===== config.mk =====
export PLATFORM = sky130hd
export DESIGN_NAME = alu_iterative
export DESIGN_NICKNAME = d
export VERILOG_FILES = /design/src/rtl/alu_iterative.sv
export SDC_FILE = /design/constraint.sdc
export NUM_CORES = 1
export LEC_CHECK = 0
export CELL_PAD_IN_SITES_DETAIL_PLACEMENT = 1
export CELL_PAD_IN_SITES_GLOBAL_PLACEMENT = 1
export CORE_AREA = 2 2 186 188
export CTS_CLUSTER_DIAMETER = 60
export DETAILED_ROUTE_END_ITERATION = 10
export DIE_AREA = 0 0 188 190
export PLACE_DENSITY = 0.6
export SETUP_SLACK_MARGIN = 0.5
export SLEW_MARGIN = 20
export SYNTH_ARGS = -nofsm -noshare
export SYNTH_HDL_FRONTEND = slang
export SYNTH_SLANG_ARGS = --single-unit
export TNS_END_PERCENT = 30

===== constraint.sdc =====
create_clock -name clk -period 11.2 [get_ports clk]
set_input_delay 2.24 -clock clk [delete_from_list [all_inputs] [get_ports clk]]
set_output_delay 2.24 -clock clk [all_outputs]
set_load 0.05 [all_outputs]

===== src/rtl/alu_iterative.sv =====
// alu_iterative: multi-cycle ALU. Logic/arithmetic/compare ops complete in one
// cycle. Shifts step the working register one bit per cycle, so their latency
// tracks the shift amount.
//
// Ports:
//   clk     - clock; all state updates on the rising edge
//   reset   - synchronous, active-high; aborts any operation in progress
//   start   - request, sampled only in the idle state
//   Control - 4-bit operation code
//   A1, A2  - operands; shift amount is A2[SHW-1:0]
//   busy    - high while a shift is stepping
//   done    - one-cycle pulse; Result/Zero/err valid
//   Result  - result, held until the next done
//   Zero    - Result == 0, updated together with Result
//   err     - illegal Control code, reported with done
module alu_iterative #(
  parameter int unsigned WIDTH = 32,
  parameter int unsigned SHW   = $clog2(WIDTH)
) (
  input  logic             clk,
  input  logic             reset,
  input  logic             start,
  input  logic [3:0]       Control,
  input  logic [WIDTH-1:0] A1,
  input  logic [WIDTH-1:0] A2,
  output logic             busy,
  output logic             done,
  output logic [WIDTH-1:0] Result,
  output logic             Zero,
  output logic             err
);

  localparam logic [3:0] OpAnd  = 4'b0000;
  localparam logic [3:0] OpOr   = 4'b0001;
  localparam logic [3:0] OpAdd  = 4'b0010;
  localparam logic [3:0] OpSll  = 4'b0011;
  localparam logic [3:0] OpSlt  = 4'b0100;
  localparam logic [3:0] OpSltu = 4'b0101;
  localparam logic [3:0] OpSub  = 4'b0110;
  localparam logic [3:0] OpXor  = 4'b0111;
  localparam logic [3:0] OpSrl  = 4'b1000;
  localparam logic [3:0] OpSra  = 4'b1010;

  typedef enum logic [1:0] {StIdle, StShift, StFin} state_e;

  state_e           state_q, state_d;
  logic [WIDTH-1:0] work_q, work_d;
  logic [3:0]       ctrl_q, ctrl_d;
  logic [SHW-1:0]   cnt_q, cnt_d;
  logic [WIDTH-1:0] result_q, result_d;
  logic             zero_q, zero_d;
  logic             err_q, err_d;

  logic [WIDTH-1:0] alu_val;
  logic             legal;
  logic             is_shift;
  logic [WIDTH-1:0] shifted;
  logic [SHW-1:0]   shamt;

  assign shamt = A2[SHW-1:0];

  // Single-cycle result, decoded straight from the inputs at the start edge.
  always_comb begin
    alu_val  = '0;
    legal    = 1'b1;
    is_shift = 1'b0;
    case (Control)
      OpAnd:  alu_val = A1 & A2;
      OpOr:   alu_val = A1 | A2;
      OpAdd:  alu_val = A1 + A2;
      OpSub:  alu_val = A1 - A2;
      OpXor:  alu_val = A1 ^ A2;
      OpSlt:  alu_val = {{(WIDTH-1){1'b0}}, $signed(A1) < $signed(A2)};
      OpSltu: alu_val = {{(WIDTH-1){1'b0}}, A1 < A2};
      OpSll, OpSrl, OpSra: begin
        is_shift = 1'b1;
        alu_val  = A1; // zero shift amount passes A1 through
      end
      default: legal = 1'b0;
    endcase
  end

  // One-bit step of the captured shift operation.
  always_comb begin
    case (ctrl_q)
      OpSll:   shifted = {work_q[WIDTH-2:0], 1'b0};
      OpSra:   shifted = {work_q[WIDTH-1], work_q[WIDTH-1:1]};
      default: shifted = {1'b0, work_q[WIDTH-1:1]};
    endcase
  end

  always_comb begin
    state_d  = state_q;
    work_d   = work_q;
    ctrl_d   = ctrl_q;
    cnt_d    = cnt_q;
    result_d = result_q;
    zero_d   = zero_q;
    err_d    = err_q;
    case (state_q)
      StIdle: begin
        if (start) begin
          work_d = A1;
          ctrl_d = Control;
          cnt_d  = shamt;
          if (is_shift && (shamt != '0)) begin
            state_d = StShift;
          end else begin
            state_d  = StFin;
            result_d = legal ? alu_val : '0;
            zero_d   = legal ? (alu_val == '0) : 1'b1;
            err_d    = ~legal;
          end
        end
      end
      StShift: begin
        work_d = shifted;
        cnt_d  = cnt_q - SHW'(1);
        if (cnt_q == SHW'(1)) begin
          state_d  = StFin;
          result_d = shifted;
          zero_d   = (shifted == '0);
          err_d    = 1'b0;
        end
      end
      StFin:   state_d = StIdle;
      default: state_d = StIdle;
    endcase
  end

  always_ff @(posedge clk) begin
    if (reset) begin
      state_q  <= StIdle;
      work_q   <= '0;
      ctrl_q   <= '0;
      cnt_q    <= '0;
      result_q <= '0;
      zero_q   <= 1'b1;
      err_q    <= 1'b0;
    end else begin
      state_q  <= state_d;
      work_q   <= work_d;
      ctrl_q   <= ctrl_d;
      cnt_q    <= cnt_d;
      result_q <= result_d;
      zero_q   <= zero_d;
      err_q    <= err_d;
    end
  end

  assign busy   = (state_q == StShift);
  assign done   = (state_q == StFin);
  assign Result = result_q;
  assign Zero   = zero_q;
  assign err    = err_q;

endmodule


Run 1, where the registers sit:
Other sequential cells in the stronger grey, the rest of the logic in the fainter grey.
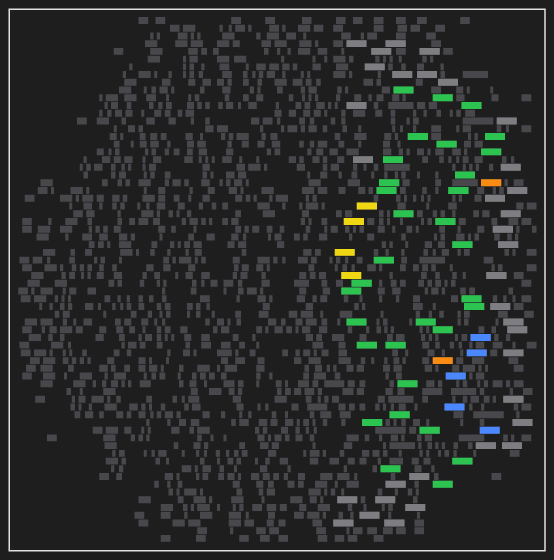
| signal | colour | sequential cells |
|---|---|---|
| `cnt_q` | blue | 5 |
| `ctrl_q` | yellow | 4 |
| `state_q` | orange | 2 |
| `work_q` | green | 32 |
Seq/total area: 13.18%
Flop area: 0.001541 mm^2

Run 1, clock nets:
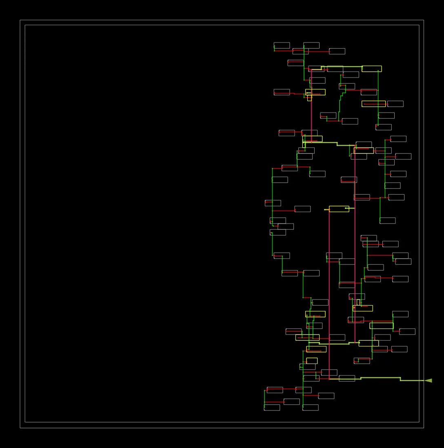
CTS sink count: 77
Seq cells: 77
clk_skew: 0.006182 ns
clk latency late pin: 0.35 ns

Run 1, placement by cell class:
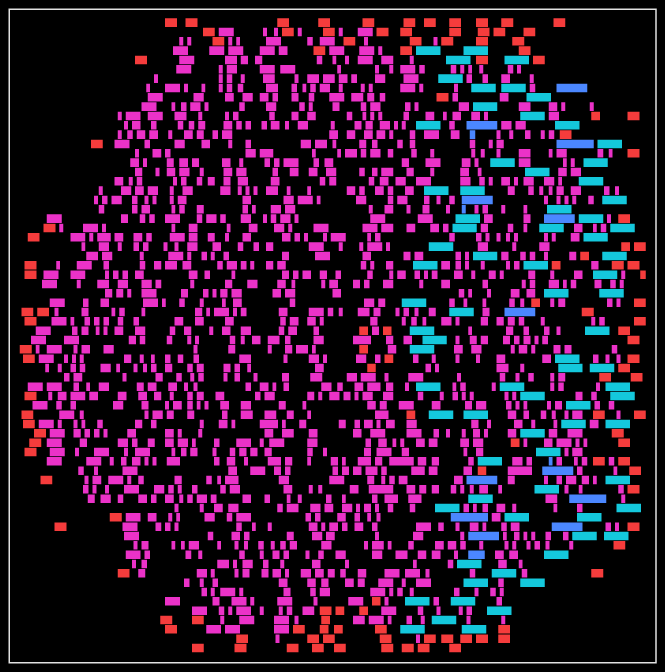
| class | colour | cells |
|---|---|---|
| other buffers and delay cells | red | 125 |
| all other logic | magenta | 1279 |
| flip-flops | cyan | 77 |
| clock drivers and dummy loads | blue | 16 |

Run 1, routed clock nets over the placement:
Scale bar: 50 um.
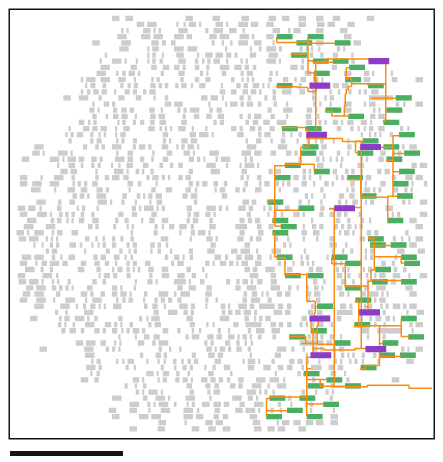
[flip-flops] green | count: 77
[clock wires] orange | length: 1170 um
[cells driving clock nets] purple | count: 9
routed clock nets: 10
Clk pwr share: 28.0%
Clock group: 342 uW

==> impl_metrics.ini, run 1 <==
; synthesis and place-and-route metrics
[grt]
grt_first_pass_wirelength_mm = 70.44
grt-busiest-layer = met2
grt_use_met1_pct = 36.18
grt_pass1_vias = 11460
antenna_found_initial = 0

[finish]
nNonClkBuffers = 125
num-nets-final = 1675
final_area_mm2 = 0.01170
most-common-layout-cells = 169 x nand2_1, 135 x nor2_1, 125 x a21oi_1
clock_buffers = 12
stdcell_count = 1952
buffer_area_share_pct = 10.25
fillers = 4214

[power_and_ir_drop]
power_switching_uw = 509.6
top_power_group = combinational cells
power_frac_comb_pct = 45.4
leakage_uw = 0.004637

[place]
dpl.hpwl_mm = 36.11
placed_cells = 1936
io_buffers = 106
dpl-instance-area_mm2 = 0.01136
place_congestion = 0.9079

[critical_path]
startpoint = start
reg2regPathDepth = 9
timing.rr.end = Zero

[sta]
setup_viol = 0
hold_violations = 0
max_clock_freq_mhz = 141.0
timing.final.crit_period_ns = 7.094
finalSetupTns_ns = 0
min_period_over_period_pct = 63.34

[route]
vias = 11690
drtPass1Iterations = 5
wl_mm = 46.76
via_per_inst = 5.987
wl_per_cell_um = 23.95

[yosys]
ys_seq_share_pct = 15.49
syn_area_mm2 = 0.009952
top_area_cell = dfxtp_1
synth.cellmix.xorXnorShare_pct = 0.7040
top_area_share_pct = 15.49
yosys_area_mm2 = 0.009952
synthAdderAreaFrac_pct = 14.23
simple_gate_area_share_pct = 26.54

[run]
cap_violations = 0

[hold_path]
min_to = Result[2]

[run_status]
status = completed

[clock_network]
cts_max_path_buffers = 2
--- run 2 (diff from run 1) ---
Settings changed: PLACE_DENSITY 0.6 to 0.63.
Clock period 11.2 ns to 6.1 ns, I/O delays scaled along.
==> run 2 against run 1 <==
Against the previous run:
- synthesized cell count unchanged
- hold slack improved by 0.0027 ns
- sequential power increased by 83%
- first-iteration DRC count increased by 4.8%
- sequential cell count unchanged
- via count increased by 2.8%
- area after synthesis unchanged
- global-route usage increased by 0.61 points
- wire length increased by 2.7%
- setup slack got worse by 3.4 ns
- sequential share of layout area decreased by 0.34 points
- clock power increased by 89%
- critical path type unchanged
- largest cell class unchanged
- largest power group unchanged
- highest routed layer is now met5
==> impl_metrics.ini, run 2 <==
; synthesis and place-and-route metrics
[run_status]
status = completed

[finish]
nNonClkBuffers = 160
register_area_mm2 = 0.001541
fillers = 4245
logic_area_mm2 = 0.007681
seq_share_pct = 12.84
final_area_mm2 = 0.01200
buffer_area_share_pct = 12.17
most-common-layout-cells = 169 x nand2_1, 135 x nor2_1, 125 x a21oi_1
num-nets-final = 1710
clock_buffers = 11
seq_cell_count = 77

[route]
wl_per_cell_um = 24.18
wl_mm = 48.04
via_per_inst = 6.047
vias = 12020
drtPass1Iterations = 5

[sta]
min_period_over_period_pct = 88.71
hold_violations = 0
rsz0062_at_grt = no
setup_viol = 0
max_clock_freq_mhz = 184.8
timing.final.crit_period_ns = 5.411

[place]
placed_cells = 1971
dpl-instance-area_mm2 = 0.01162
io_buffers = 106
dpl.hpwl_mm = 36.95
place_congestion = 0.9615

[grt]
grt-busiest-layer = met2
grt_pass1_vias = 11770
grt_first_pass_wirelength_mm = 72.52
antenna_found_initial = 1
grt_use_met1_pct = 36.30
overflow = 0

[critical_path]
reg2regPathDepth = 9
timing.rr.end = Zero
r2r_slack_ns = 2.55
worst_path_largest_cell_delay_ns = 0.60
startpoint = A2[0]

[yosys]
simple_gate_area_share_pct = 26.54
syn_avg_cell_area_um2 = 6.840
synth.cellmix.xorXnorShare_pct = 0.7040
yosys_area_mm2 = 0.009952
synthAdderAreaFrac_pct = 14.23
ys_seq_elements = 77
syn_area_mm2 = 0.009952
top_area_cell = dfxtp_1
ys_seq_share_pct = 15.49
top_area_share_pct = 15.49

[hold_path]
min_path_type = flop to flop
min_to = Result[14]

[clock_network]
cts_max_path_buffers = 2
clk_latency_ns = 0.35
post_cts_buffers = 0
cts.sinks = 77

[power_and_ir_drop]
powerClk_uw = 645
top_power_group = combinational cells
power_frac_comb_pct = 45.9
power_switching_uw = 963.2
clkPwrFrac_pct = 28.1
leakage_uw = 0.004811

[run]
cap_violations = 0
Run 2, clock nets:
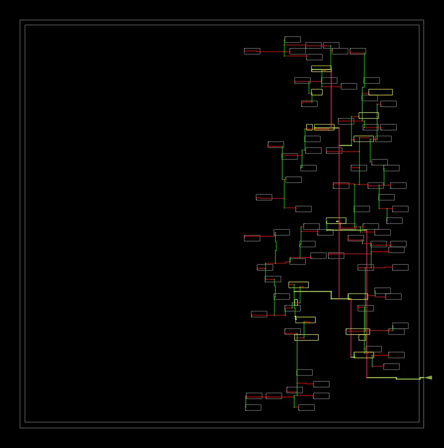
clk_skew: 0.01422 ns
Num CTS Buffers: 9

Run 2, placement by cell class:
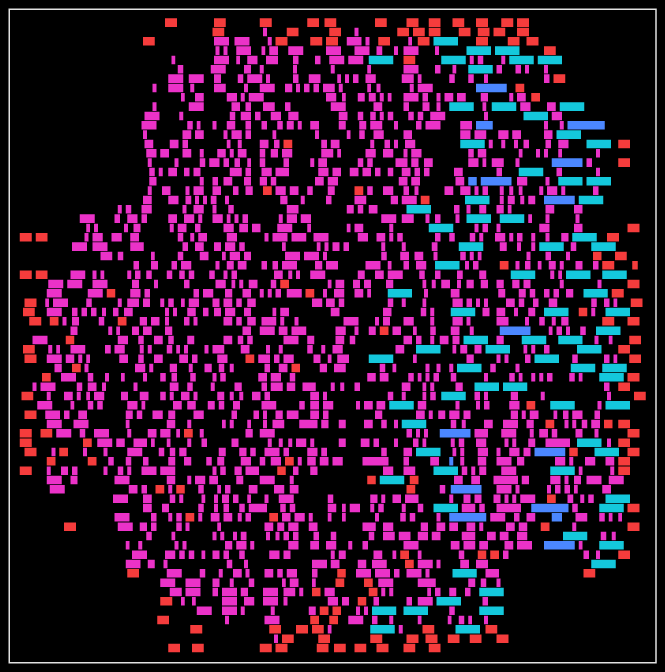
| class | colour | cells |
|---|---|---|
| other buffers and delay cells | red | 160 |
| all other logic | magenta | 1279 |
| clock drivers and dummy loads | blue | 16 |
| flip-flops | cyan | 77 |

--- run 3 (diff from run 2) ---
--- a/constraint.sdc
+++ b/constraint.sdc
@@ -3,2 +3,2 @@
 set_output_delay 1.22 -clock clk [all_outputs]
-set_load 0.05 [all_outputs]
+set_load 0.005 [all_outputs]
Run 3, routed clock nets over the placement:
Scale bar: 50 um.
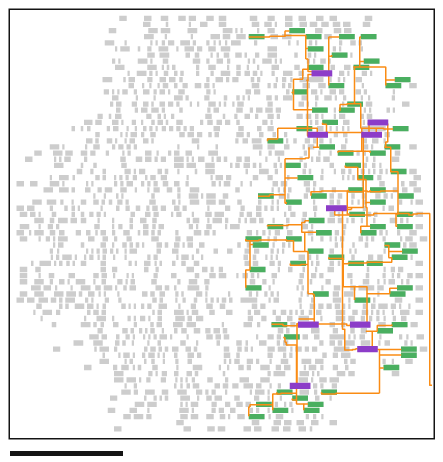
[flip-flops] green | count: 77
[cells driving clock nets] purple | count: 9
[clock wires] orange | length: 1310 um
routed clock nets: 10
Clk pwr share: 28.1%
clk_skew: 0.01582 ns
clk latency late pin: 0.36 ns

==> run 3 against run 2 <==
Against the previous run:
- fmax rose by 0.39%
- count of clock-buffer cells in the layout fell by 1
- clock skew rose by 0.0016 ns
- sequential power barely moved
- first-iteration DRC count rose by 13%
- highest routed layer is now met4
==> impl_metrics.ini, run 3 <==
; synthesis and place-and-route metrics
[route]
wl_mm = 48.50
drtPass1Iterations = 6
ant_nets = 0
wl_per_cell_um = 24.37
vias = 11990
dr_wl_met2_mm = 22.08
via_per_inst = 6.026

[critical_path]
r2r_slack_ns = 2.22
worst_path_largest_cell_delay_ns = 0.69
reg2regPathDepth = 10
timing.rr.end = Zero
cpMostUsedCell = a21oi_1
startpoint = A1[7]
r2r_start = state_q[1]

[yosys]
simple_gate_area_share_pct = 26.54
edf_count = 0
ys_sh_mux_pct = 0.9052
top_area_share_pct = 15.49
syn_nets = 1638
synth.cellmix.xorXnorShare_pct = 0.7040
synthAdderAreaFrac_pct = 14.23
yosys_most_used_dff = dfxtp_1
top_area_cell = dfxtp_1
ys_seq_share_pct = 15.49
ys_seq_elements = 77
syn_area_mm2 = 0.009952
yosys_area_mm2 = 0.009952
synth_cells = 1455
syn_avg_cell_area_um2 = 6.840
common_cells = 169 x nand2_1, 135 x nor2_1, 125 x a21oi_1

[sta]
timing.final.crit_period_ns = 5.390
min_period_over_period_pct = 88.36
drv_slew = 0
slew_headroom_pct = 38.69
finalSetupTns_ns = 0
setup_viol = 0
fin_ws_ns = 0.7099
holdWs_ns = 0.4494
max_clock_freq_mhz = 185.5
hold_violations = 0
rsz0062_at_grt = no

[clock_network]
cts.sinks = 77
numCtsBuffers = 9
post_cts_buffers = 0
cts_max_path_buffers = 2

[finish]
num-nets-final = 1713
logic_area_mm2 = 0.007671
final_area_mm2 = 0.01200
register_area_mm2 = 0.001541
drive_gt1_share_pct = 6.580
comb_share_pct = 63.92
diodes = 0
largestClassByArea = combinational gates
inverters_excl_clock = 107
clock_buffers = 10
logic_gates = 1172
nNonClkBuffers = 163
most-common-layout-cells = 168 x nand2_1, 135 x nor2_1, 125 x a21oi_1
seq_cell_count = 77
fillers = 4231
buffer_area_share_pct = 12.37

[grt]
grt_first_pass_wirelength_mm = 73.58
grt-busiest-layer = met2
overflow = 0
grt_use_total_pct = 26.53
grt_use_met1_pct = 36.44
antenna_found_initial = 0
grt_pass1_vias = 11900

[power_and_ir_drop]
top_power_group = combinational cells
swShare_pct = 41.37
powerClk_uw = 618
power_frac_comb_pct = 44.8
p_int_uw = 1289
pg_comb_uw = 986
leakage_uw = 0.004815
power_switching_uw = 909.7

[place]
dpl-instance-area_mm2 = 0.01164
io_buffers = 106
dpl.hpwl_mm = 37.53
place_congestion = 0.9579
placed_cells = 1974

[hold_path]
min_to = Result[2]
min_path_type = flop to flop

[run]
cap_violations = 0

[run_status]
status = completed

[die]
initCoreUtil_pct = 29.32
Run 3, where the registers sit:
Other sequential cells in the stronger grey, the rest of the logic in the fainter grey.
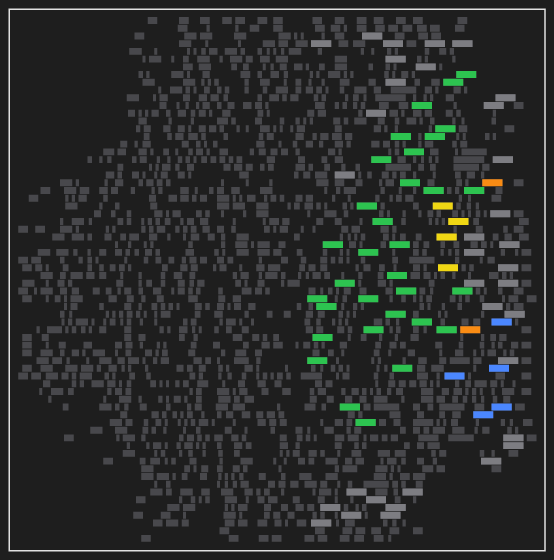
| signal | colour | sequential cells |
|---|---|---|
| `state_q` | orange | 2 |
| `ctrl_q` | yellow | 4 |
| `work_q` | green | 32 |
| `cnt_q` | blue | 5 |
not coloured: 34
Seq/total area: 12.85%
Flop+latch power: 595 uW
fin util: 35.35%


==> layout pictures side by side <==
Logic cells by family.
picture 1
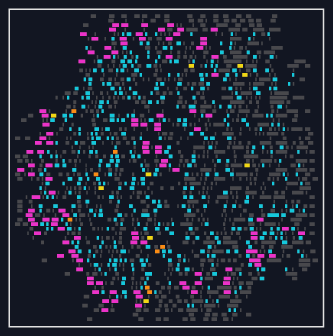
picture 2
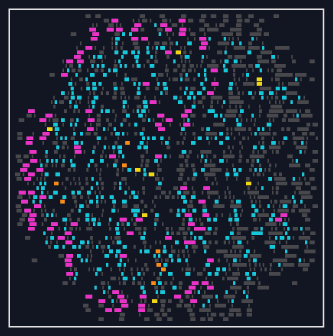
Run 3 is picture 1.
Run 1 is picture 2.

Key to picture 1:
| family | colour | cells |
|---|---|---|
| multiplexers | yellow | 9 |
| inverting AOI/OAI gates | cyan | 413 |
| XOR/XNOR gates | orange | 8 |
| adder and majority cells | magenta | 112 |

Power is estimated from default activity; no workload was simulated.
